===== src/rtl/seven_seg_scan.sv =====
// Three-digit multiplexed seven-segment driver with a valid/ready BCD input.
// Values are shadowed and committed only at a frame boundary to avoid torn displays.
module seven_seg_scan #(
  parameter int unsigned REFRESH_DIV    = 50000,
  parameter bit          ACTIVE_LOW_SEG = 1'b1
) (
  input  logic       i_clk,
  input  logic       i_rst_n,
  input  logic       i_valid,
  input  logic [3:0] i_hunds,
  input  logic [3:0] i_tens,
  input  logic [3:0] i_units,
  output logic       o_ready,
  output logic [2:0] o_an,
  output logic [6:0] o_seg,
  output logic       o_err
);

  localparam int unsigned CntW = (REFRESH_DIV > 1) ? $clog2(REFRESH_DIV) : 1;
  localparam logic [CntW-1:0] CntLast = CntW'(REFRESH_DIV - 1);
  localparam logic [6:0] ResetSeg = ACTIVE_LOW_SEG ? 7'h40 : 7'h3F;

  logic [CntW-1:0] cnt_q, cnt_d;
  logic [1:0]      dig_q, dig_d;
  logic [11:0]     pend_q, pend_d;
  logic            pend_full_q, pend_full_d;
  logic [3:0]      disp_h_q, disp_h_d;
  logic [3:0]      disp_t_q, disp_t_d;
  logic [3:0]      disp_u_q, disp_u_d;
  logic [2:0]      an_q, an_d;
  logic [6:0]      seg_q, seg_d;

  logic       last;
  logic       blank;
  logic [3:0] nib;
  logic [6:0] code;

  function automatic logic [6:0] decode(input logic [3:0] n);
    logic [6:0] c;
    case (n)
      4'd0:    c = 7'h3F;
      4'd1:    c = 7'h06;
      4'd2:    c = 7'h5B;
      4'd3:    c = 7'h4F;
      4'd4:    c = 7'h66;
      4'd5:    c = 7'h6D;
      4'd6:    c = 7'h7D;
      4'd7:    c = 7'h07;
      4'd8:    c = 7'h7F;
      4'd9:    c = 7'h6F;
      default: c = 7'h40;
    endcase
    return c;
  endfunction

  always_comb begin
    cnt_d       = cnt_q;
    dig_d       = dig_q;
    pend_d      = pend_q;
    pend_full_d = pend_full_q;
    disp_h_d    = disp_h_q;
    disp_t_d    = disp_t_q;
    disp_u_d    = disp_u_q;
    last        = (cnt_q == CntLast);

    // Accept and commit are mutually exclusive: commit needs pend_full, accept needs it clear.
    if (i_valid && !pend_full_q) begin
      pend_d      = {i_hunds, i_tens, i_units};
      pend_full_d = 1'b1;
    end

    if (last) begin
      cnt_d = '0;
      if (dig_q == 2'd2) begin
        dig_d = 2'd0;
        if (pend_full_q) begin
          disp_h_d    = pend_q[11:8];
          disp_t_d    = pend_q[7:4];
          disp_u_d    = pend_q[3:0];
          pend_full_d = 1'b0;
        end
      end else begin
        dig_d = dig_q + 2'd1;
      end
    end else begin
      cnt_d = cnt_q + CntW'(1);
    end
  end

  // Blanking compares raw nibbles, so an out-of-range nibble always shows a dash.
  always_comb begin
    nib   = disp_u_q;
    blank = 1'b0;
    an_d  = 3'b110;
    case (dig_q)
      2'd0: begin
        nib   = disp_u_q;
        blank = 1'b0;
        an_d  = 3'b110;
      end
      2'd1: begin
        nib   = disp_t_q;
        blank = (disp_h_q == 4'd0) && (disp_t_q == 4'd0);
        an_d  = 3'b101;
      end
      default: begin
        nib   = disp_h_q;
        blank = (disp_h_q == 4'd0);
        an_d  = 3'b011;
      end
    endcase
    code  = blank ? 7'h00 : decode(nib);
    seg_d = ACTIVE_LOW_SEG ? ~code : code;
  end

  always_ff @(posedge i_clk) begin
    if (!i_rst_n) begin
      cnt_q       <= '0;
      dig_q       <= 2'd0;
      pend_q      <= '0;
      pend_full_q <= 1'b0;
      disp_h_q    <= 4'd0;
      disp_t_q    <= 4'd0;
      disp_u_q    <= 4'd0;
      an_q        <= 3'b110;
      seg_q       <= ResetSeg;
    end else begin
      cnt_q       <= cnt_d;
      dig_q       <= dig_d;
      pend_q      <= pend_d;
      pend_full_q <= pend_full_d;
      disp_h_q    <= disp_h_d;
      disp_t_q    <= disp_t_d;
      disp_u_q    <= disp_u_d;
      an_q        <= an_d;
      seg_q       <= seg_d;
    end
  end

  assign o_ready = !pend_full_q;
  assign o_an    = an_q;
  assign o_seg   = seg_q;
  assign o_err   = (disp_h_q > 4'd9) || (disp_t_q > 4'd9) || (disp_u_q > 4'd9);

endmodule


===== config.mk =====
export PLATFORM = sky130hd
export DESIGN_NAME = seven_seg_scan
export DESIGN_NICKNAME = d
export VERILOG_FILES = /design/src/rtl/seven_seg_scan.sv
export SDC_FILE = /design/constraint.sdc
export NUM_CORES = 1
export LEC_CHECK = 0
export CAP_MARGIN = 0
export CORE_ASPECT_RATIO = 1.1
export CORE_UTILIZATION = 35
export DETAILED_ROUTE_END_ITERATION = 8
export REMOVE_ABC_BUFFERS = 1
export SLEW_MARGIN = 20
export SYNTH_ARGS = -nofsm -noshare
export SYNTH_HDL_FRONTEND = slang
export SYNTH_SLANG_ARGS = --single-unit
export TNS_END_PERCENT = 10

===== constraint.sdc =====
create_clock -name i_clk -period 2.06 [get_ports i_clk]
set_input_delay 0.206 -clock i_clk [delete_from_list [all_inputs] [get_ports i_clk]]
set_output_delay 0.206 -clock i_clk [all_outputs]
set_load 0.005 [all_outputs]

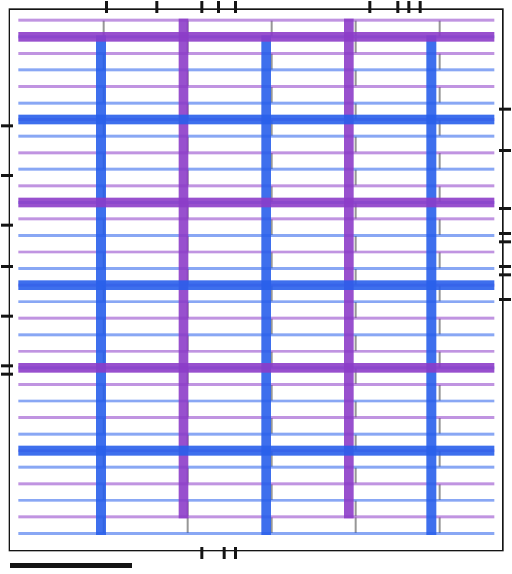
*Supply network*
Bar = 20 um. Pins as bars on the die edge. Tap cells in grey.
legend:
  VDD:
    colour: purple
  VSS:
    colour: blue
tap cells: 82
met4 straps: 5
Horiz. Die Dim: 80.85 um
worst vdd ir: 0.2857 mV

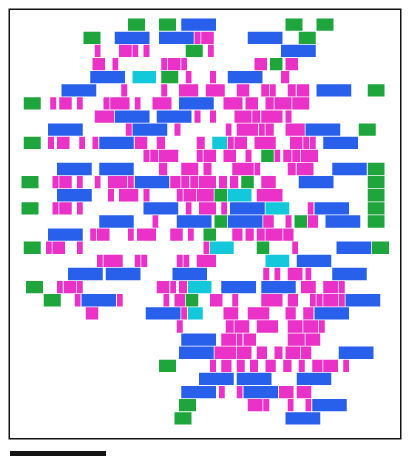
*Cells coloured by class*
Bar = 20 um.
legend:
  sequential cells:
    colour: blue
    cells: 53
    share_of_their_area: 38%
  remaining logic cells:
    colour: magenta
    cells: 204
    share_of_their_area: 46%
  clock drivers and dummy loads:
    colour: cyan
    cells: 8
    share_of_their_area: 3.6%
  remaining buffers and delay cells:
    colour: green
    cells: 35
    share_of_their_area: 12%
Core Area: 6594 sq um
site row count: 31
Layout Utilization: 0.4336
sequential share of cell area: 0.3711
design area: 2859 sq um

==> impl_metrics.json <==
{
  "grt_use_met3": 0.02474,
  "use_met2": 0.2131,
  "reg2reg_setup_slack_ps": 130,
  "seqCellArea_sq_um": 1061,
  "critPathRequiredTime_ps": 2260,
  "clock_skew_ps": 10.07,
  "root_buffer": "clkbuf_8",
  "wl_met2_mm": 1.986,
  "p_leak_nw": 1.054,
  "final-nonclk-buf-share": 0.1147,
  "yosys_cells": 271,
  "switching_share": 0.2265,
  "outcome": "finished clean",
  "warnings": 29,
  "intPower_w": 0.001374,
  "hold_ws_ps": 442.9,
  "async_flop_share": 0,
  "rr_worst_depth": 7,
  "ant_nets": 0,
  "logic_area_sq_um": 1249,
  "crit_type": "reg -> reg",
  "powerDensity_nw_per_um2": 621.4,
  "sequentialPowerShare": 0.594,
  "cp_num_cells": 7,
  "fin_cells": 382,
  "top_area_cell": "dfxtp_1",
  "hold_start": "i_units[2]",
  "crit_fanout": 4,
  "dp_slack_ps": 198.7,
  "fmax_mhz": 518.1,
  "max_slew_margin": 0.6803,
  "hp-class": "in -> reg",
  "yosys-top-cells-count": "60 x nand2_1, 53 x dfxtp_1, 22 x nor2_1, 14 x a21boi_0, 11 x a21oi_1",
  "die_area_sq_um": 7173,
  "post-place-cells": 374,
  "grt_overflow": 0,
  "reg2reg_to": "o_seg[4]",
  "fa_ha_area_frac": 0.03136,
  "synth_cells": 271,
  "sh_comb_area": 0.4368,
  "cts_resized": 0,
  "cpPeakStageDelay_ps": 420,
  "hold_viol_final": 0,
  "tightest_slew_ps": 478.5,
  "yosys_warnings": 0,
  "clkTransAtPathRegs_ps": 100,
  "num-clock-buffers": 6,
  "clockBufferDepth": 2,
  "largest_reg_flops": 16,
  "yosys-top-cells-area": "dfxtp_1 44%, nand2_1 9.4%, a21boi_0 4.4%",
  "cp-endpoint": "o_seg[4]",
  "viasPerCell": 4.806,
  "taps": 82,
  "fin_tns_setup_ps": 0,
  "hold_end": "pend_q[2]",
  "crit_family": "AND-OR/OR-AND gates",
  "ys.flops": 53,
  "portBuffers": 26,
  "rsz0062_at_grt": "no",
  "syn-cell-area_sq_um": 2394,
  "setup_viol_count_final": 0,
  "fp_util": 0.3630,
  "timing.final.crit_period_ps": 1930
}
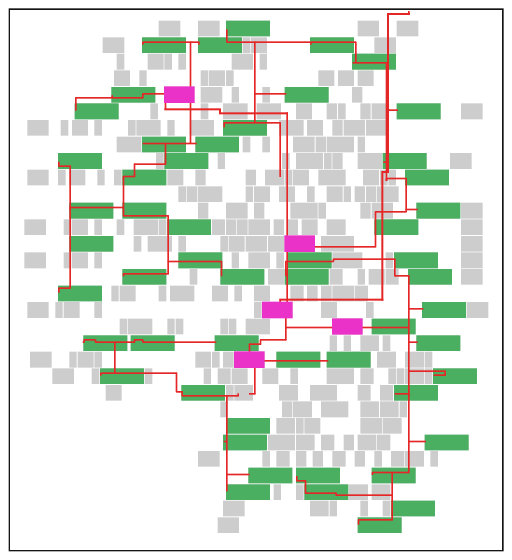
*Clock wires, drivers and flops*
legend:
  clock wires:
    colour: red
    length: 639 um
  flip-flops:
    colour: green
    count: 53
  clock-net drivers:
    colour: magenta
    count: 5
routed clock nets: 6
flops lie: spread over the die
Late-Pin Clk Latency: 310 ps
clock group power: 0.000631 W

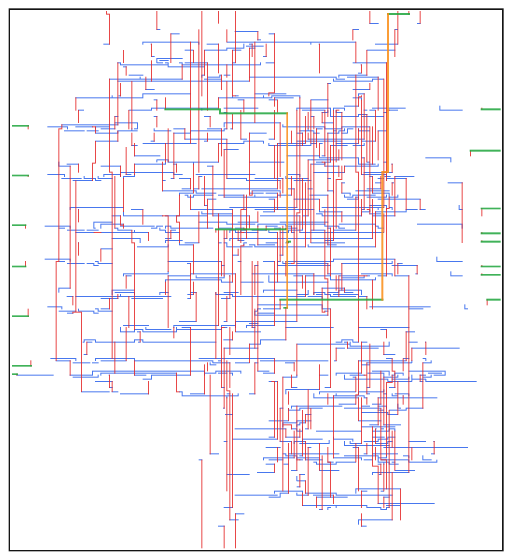
*Wiring by layer*
legend:
  M2:
    colour: red
    wire_length: 1990 um
  M4:
    colour: orange
    wire_length: 79.8 um
  M3:
    colour: green
    wire_length: 93.1 um
  M1:
    colour: blue
    wire_length: 2270 um
routed length per placed instance: 11.60 um
WL final: 4.433 mm
Total GRT Usage: 0.1350
Via Count: 1836

-- tightest hold or removal path: cells and delay by family --
family | cells | cell delay [ps]
compound gates | 1 | 60
buf+inv | 1 | 390
simple gates | 1 | 50
-- kinds of logic after synthesis --
group | count (synthesis)
mux | 9
xor+xnor | 14
compound gates | 54
buf+inv | 19
flops | 53
simple gates | 116
fa+ha+maj | 6
-- placed cells by master, fill, tap and decap left out, drive strengths merged, types with 3 or more instances in the layout --
cell type      Yosys  routed
xor2               9       9
a21oi             11      11
nand4              3       3
xnor2              5       5
o21a               5       5
o21ai              7       7
nor3               3       3
clkdlybuf4s50      0      26
and3               8       8
mux2i              6       6
ha                 6       6
dfxtp             53      53
inv                5       6
clkbuf             8       6
buf                6       9
mux2               3       3
nor2b              5       5
nand2             60      60
nand3              7       7
a21boi            24      24
nor2              22      22
Power and IR drop assume default switching activity.
